## config.mk

```make
export PLATFORM = sky130hd
export DESIGN_NAME = miss_req_sched
export DESIGN_NICKNAME = d
export VERILOG_FILES = /design/src/rtl/miss_req_sched.sv
export SDC_FILE = /design/constraint.sdc
export NUM_CORES = 1
export LEC_CHECK = 0
export CAP_MARGIN = 10
export CORE_ASPECT_RATIO = 1.4
export CORE_MARGIN = 10
export CORE_UTILIZATION = 30
export CTS_CLUSTER_DIAMETER = 100
export DETAILED_ROUTE_END_ITERATION = 8
export GPL_TIMING_DRIVEN = 0
export HOLD_SLACK_MARGIN = 0.02
export PLACE_DENSITY_LB_ADDON = 0.05
export SYNTH_ARGS = -nofsm -noshare
export SYNTH_HDL_FRONTEND = slang
export SYNTH_SLANG_ARGS = --single-unit
```

## constraint.sdc

```tcl
create_clock -name clk -period 19.2 [get_ports clk]
set_input_delay 2.88 -clock clk [delete_from_list [all_inputs] [get_ports clk]]
set_output_delay 2.88 -clock clk [all_outputs]
set_load 0.005 [all_outputs]
```

## src/rtl/miss_req_sched.sv

```systemverilog
// Retransmit request scheduler: queues sequence-number gaps per session and issues
// rate-limited retransmit requests, splitting large gaps into REQ_CNT_MAX chunks.
//
// state | meaning
// IDLE  | no request outstanding, waiting for a queued gap
// SEND  | request for the queue head presented, held until accepted
// GAP   | enforced idle spacing after an accepted request
module miss_req_sched #(
    parameter int SEQ_NUM_W   = 64,
    parameter int SID_W       = 80,
    parameter int ML_W        = 16,
    parameter int DEPTH       = 4,
    parameter int REQ_CNT_MAX = 255,
    parameter int GAP_CYC     = 16
) (
    input  logic                     clk,
    input  logic                     reset,
    input  logic                     miss_seq_num_v_i,
    input  logic [SID_W-1:0]         miss_seq_num_sid_i,
    input  logic [SEQ_NUM_W-1:0]     miss_seq_num_start_i,
    input  logic [SEQ_NUM_W-1:0]     miss_seq_num_cnt_i,
    input  logic                     miss_sid_v_i,
    output logic                     req_v_o,
    input  logic                     req_ready_i,
    output logic [SID_W-1:0]         req_sid_o,
    output logic [SEQ_NUM_W-1:0]     req_seq_num_o,
    output logic [ML_W-1:0]          req_cnt_o,
    output logic [$clog2(DEPTH):0]   pending_o,
    output logic                     overflow_o,
    output logic [7:0]               sid_miss_cnt_o
);

    localparam int PTR_W = $clog2(DEPTH);
    localparam int CNT_W = PTR_W + 1;
    localparam int GAP_W = $clog2(GAP_CYC + 1);
    localparam logic [SEQ_NUM_W-1:0] MAX_SEQ  = SEQ_NUM_W'(REQ_CNT_MAX);
    localparam logic [GAP_W-1:0]     GAP_LOAD = GAP_W'(GAP_CYC);
    localparam logic [CNT_W-1:0]     FULL_CNT = CNT_W'(DEPTH);

    typedef enum logic [1:0] {IDLE, SEND, GAP} state_t;

    logic [SID_W-1:0]     sid_mem_q   [DEPTH];
    logic [SEQ_NUM_W-1:0] start_mem_q [DEPTH];
    logic [SEQ_NUM_W-1:0] cnt_mem_q   [DEPTH];

    logic [PTR_W-1:0] wr_ptr_q, rd_ptr_q;
    logic [CNT_W-1:0] count_q, count_d;
    logic [GAP_W-1:0] gap_cnt_q;
    logic [7:0]       sid_miss_q;
    logic             overflow_q;
    logic             req_v_q;
    state_t           state_q;

    logic [SID_W-1:0]     head_sid;
    logic [SEQ_NUM_W-1:0] head_start, head_cnt;
    logic head_big, accept, pop, full, gap_valid, push, drop;

    always_comb begin
        head_sid   = sid_mem_q[rd_ptr_q];
        head_start = start_mem_q[rd_ptr_q];
        head_cnt   = cnt_mem_q[rd_ptr_q];
        head_big   = head_cnt > MAX_SEQ;
        accept     = (state_q == SEND) && req_ready_i;
        pop        = accept && !head_big;
        full       = (count_q == FULL_CNT);
        gap_valid  = miss_seq_num_v_i && (miss_seq_num_cnt_i != '0);
        // A pop in the same cycle frees the slot, so a full queue can still accept.
        push       = gap_valid && (!full || pop);
        drop       = gap_valid && full && !pop;
    end

    always_comb begin
        count_d = count_q;
        if (push && !pop) begin
            count_d = count_q + CNT_W'(1);
        end else if (!push && pop) begin
            count_d = count_q - CNT_W'(1);
        end
    end

    always_ff @(posedge clk) begin
        if (reset) begin
            for (int i = 0; i < DEPTH; i++) begin
                sid_mem_q[i]   <= '0;
                start_mem_q[i] <= '0;
                cnt_mem_q[i]   <= '0;
            end
            wr_ptr_q   <= '0;
            rd_ptr_q   <= '0;
            count_q    <= '0;
            gap_cnt_q  <= '0;
            sid_miss_q <= '0;
            overflow_q <= 1'b0;
            req_v_q    <= 1'b0;
            state_q    <= IDLE;
        end else begin
            if (push) begin
                sid_mem_q[wr_ptr_q]   <= miss_seq_num_sid_i;
                start_mem_q[wr_ptr_q] <= miss_seq_num_start_i;
                cnt_mem_q[wr_ptr_q]   <= miss_seq_num_cnt_i;
                wr_ptr_q              <= wr_ptr_q + PTR_W'(1);
            end
            if (pop) begin
                rd_ptr_q <= rd_ptr_q + PTR_W'(1);
            end else if (accept) begin
                // Oversized gap: the head stays queued and advances by one chunk.
                start_mem_q[rd_ptr_q] <= head_start + MAX_SEQ;
                cnt_mem_q[rd_ptr_q]   <= head_cnt - MAX_SEQ;
            end
            count_q <= count_d;
            if (drop) begin
                overflow_q <= 1'b1;
            end
            if (miss_sid_v_i && (sid_miss_q != 8'hFF)) begin
                sid_miss_q <= sid_miss_q + 8'd1;
            end

            case (state_q)
                IDLE: begin
                    if (count_d != '0) begin
                        state_q <= SEND;
                        req_v_q <= 1'b1;
                    end
                end
                SEND: begin
                    if (req_ready_i) begin
                        state_q   <= GAP;
                        req_v_q   <= 1'b0;
                        gap_cnt_q <= GAP_LOAD;
                    end
                end
                GAP: begin
                    if (gap_cnt_q <= GAP_W'(1)) begin
                        gap_cnt_q <= '0;
                        if (count_d != '0) begin
                            state_q <= SEND;
                            req_v_q <= 1'b1;
                        end else begin
                            state_q <= IDLE;
                        end
                    end else begin
                        gap_cnt_q <= gap_cnt_q - GAP_W'(1);
                    end
                end
                default: begin
                    state_q <= IDLE;
                    req_v_q <= 1'b0;
                end
            endcase
        end
    end

    assign req_v_o        = req_v_q;
    assign req_sid_o      = head_sid;
    assign req_seq_num_o  = head_start;
    assign req_cnt_o      = head_big ? ML_W'(REQ_CNT_MAX) : ML_W'(head_cnt);
    assign pending_o      = count_q;
    assign overflow_o     = overflow_q;
    assign sid_miss_cnt_o = sid_miss_q;

endmodule
```

==> results.json <==
{
  "status": "completed",
  "fin_skew_ns": 0.0219,
  "clk_share_pct": 5.86,
  "top_register": "sid_mem_q",
  "pg_seq_w": 0.00223,
  "switchingPower_w": 0.00122,
  "final_cell_mix": "edfxtp_1 (832), nand2_1 (536), o22ai_1 (476)",
  "num_rows": 163,
  "tns_ns": 0,
  "synth_cell_types": 71,
  "pwr-share-comb_pct": 13.3,
  "sh_comb_area_pct": 29.8,
  "inverters_excl_clock": 25,
  "fin_crit_sh_pct": 47.5,
  "fp.dieH_um": 466,
  "grt_usage_pct": 21.0,
  "worstPathArrival_ns": 6.24,
  "slew_headroom_pct": 26.6,
  "use_met2_pct": 35.0,
  "setup_viol": 0,
  "synthesis.area_um2": 42600,
  "synth_cells": 3214,
  "chipArea_um2": 158000,
  "drv_slew": 0,
  "critPathLaunchType": "flip-flop",
  "routed-wl-met2_um": 82000,
  "cp_slowest_cell": "clkbuf_1",
  "buffers": 676,
  "drtIter0Drc": 2652,
  "power_frac_clock_pct": 39.5,
  "drt_pass1_iterations": 5,
  "pin_count": 386,
  "ant_nets": 0,
  "swShare_pct": 25.7,
  "worst_path_largest_cell_delay_ns": 0.63,
  "largest_register_ffs": 320,
  "avgSynthCellArea_um2": 13.3,
  "edf_count": 832,
  "fp_util_pct": 30.2,
  "combGateArea_um2": 15700,
  "stdcell_count": 5704,
  "overflow": 0,
  "placed_area_um2": 49500,
  "fin_crit_ns": 9.12,
  "ys_top_cells_by_count": "edfxtp_1 (832), nand2_1 (539), o22ai_1 (476), and2_1 (247), mux4_2 (160)",
  "global_route.usage.met3_pct": 3.71,
  "seq_share_pct": 48.5,
  "yosys_cells": 3214,
  "max_clock_freq_ghz": 0.110,
  "ir_drop_uv": 63.7,
  "numPortBuffers": 376,
  "dpl.cell_count": 5520,
  "nWellTaps": 1897,
  "total_power_w": 0.00473,
  "m1WireLength_um": 74400,
  "synth-async-reset-ratio_pct": 0,
  "post-cts-setup-buffer-count": 0,
  "dp_hpwl_um": 117000,
  "ys_chip_area_um2": 42600,
  "routed.top_layer": "met5",
  "nonClkBufAreaFrac_pct": 11.1,
  "nClkBuffers": 127,
  "yosysWarnings": 0,
  "drc_errors": 0,
  "syn2layout_area_growth_pct": 23.3,
  "crit_fanout": 10,
  "final_util_pct": 37.2,
  "yosys.stat.seqShare_pct": 59.9,
  "final_nets": 3947,
  "maxCapViolations": 0,
  "dominantRegCellSynth": "edfxtp_1",
  "post-synth-top-count-cell": "edfxtp_1",
  "path_cells": "buf_4, buf_4, buf_6, buf_4, buf_2, buf_6, buf_2, buf_2, clkbuf_1, buf_16, clkbuf_1, mux4_2, clkdlybuf4s50_1",
  "ctsLongestPathBuffers": 3,
  "largestClassByArea": "flip-flops and latches",
  "grt_pass1_vias": 31500,
  "cts_buffers": 97,
  "clkTransAtPathRegs_ns": 0.06,
  "fin_ws_ns": 10.08,
  "drt-total-wl_um": 170000,
  "gr-max-usage-layer": "met2",
  "internal_power_w": 0.00351,
  "worst_slew_pin_slew_ns": 1.10,
  "stdcell_area_um2": 52600,
  "met3_length_um": 10100,
  "area_leaders": "edfxtp_1 (59%), mux4_2 (8.5%), o22ai_1 (7.0%)",
  "min_path_type": "reg2reg",
  "maxPowerGroup": "registers",
  "multi_input_comb_cells": 2064,
  "yosysTopAreaCellShare_pct": 58.6,
  "p_per_area_nw_per_um2": 90.0,
  "grt_pass1_wl_um": 241000,
  "yosys.area.top_type": "edfxtp_1",
  "cts_sinks": 858,
  "cts_resized": 0,
  "seq_cells": 858,
  "drt-vias-per-instance": 5.35
}
[path summary, 6_finish.rpt]
check | from | endpoint | slack (ns) | cells past startpoint
hold / removal | overflow_o | overflow_o | 0.49 | 2
setup / recovery | flip-flop | req_sid_o[76] | 10.08 | 13
setup reg to reg | flip-flop | cnt_mem_q[1][28] | 11.90 | 16
hold reg to reg | overflow_o | overflow_o | 0.49 | 2
[cells by family after synthesis]
group / after synthesis / share of synthesized area (%)
adders and majority gates: 12 / 0.352
xor gates and xnor gates: 130 / 2.76
other: 1 / 0.00880
DFF: 858 / 59.9
and+or+nand+nor: 1154 / 13.5
muxes: 213 / 11.5
AOI/OAI and AO/OA: 547 / 8.29
buffers and inverters: 299 / 3.65
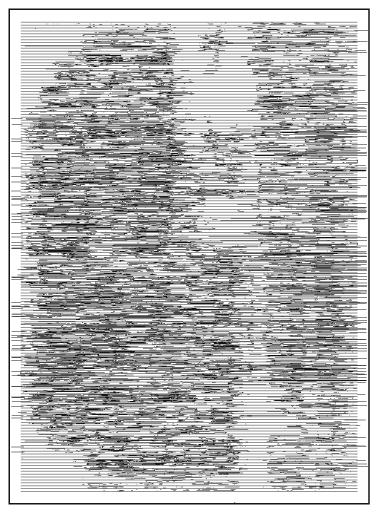
Figure 1: M1 wires.
Supply wires on this layer in grey.
- longest straight run: 103 µm
- main direction: horizontal
- nets with wire on the layer: 3797
- share of all routed wire: 44%
via count: 30500
M1 GR Usage: 27.9%

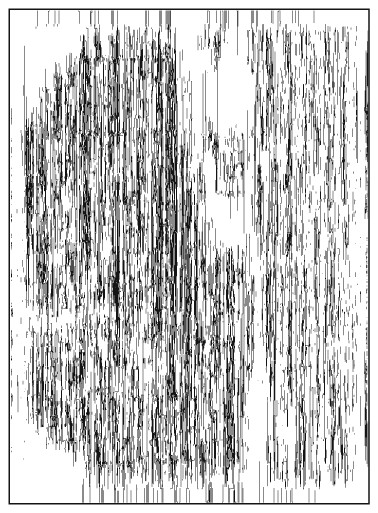
Figure 2: metal 2.
- share of all routed wire: 48%
- main direction: vertical
- nets with wire on the layer: 3287
- longest straight run: 139 µm
- wire length on this layer: 82.0 mm

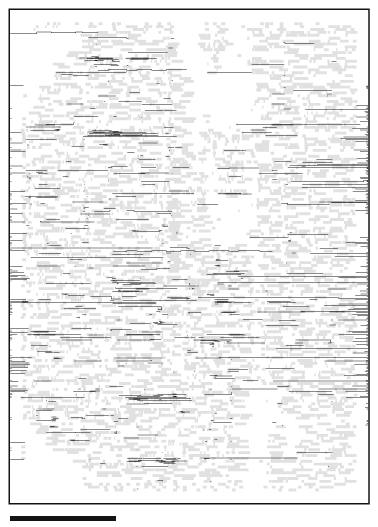
Figure 3: metal 3.
The bar under the picture is 100 µm long.
- nets with wire on the layer: 522
- share of all routed wire: 6.0%
- longest straight run: 142 µm
- wire length on this layer: 10100 µm

Power is estimated from default activity; no workload was simulated.
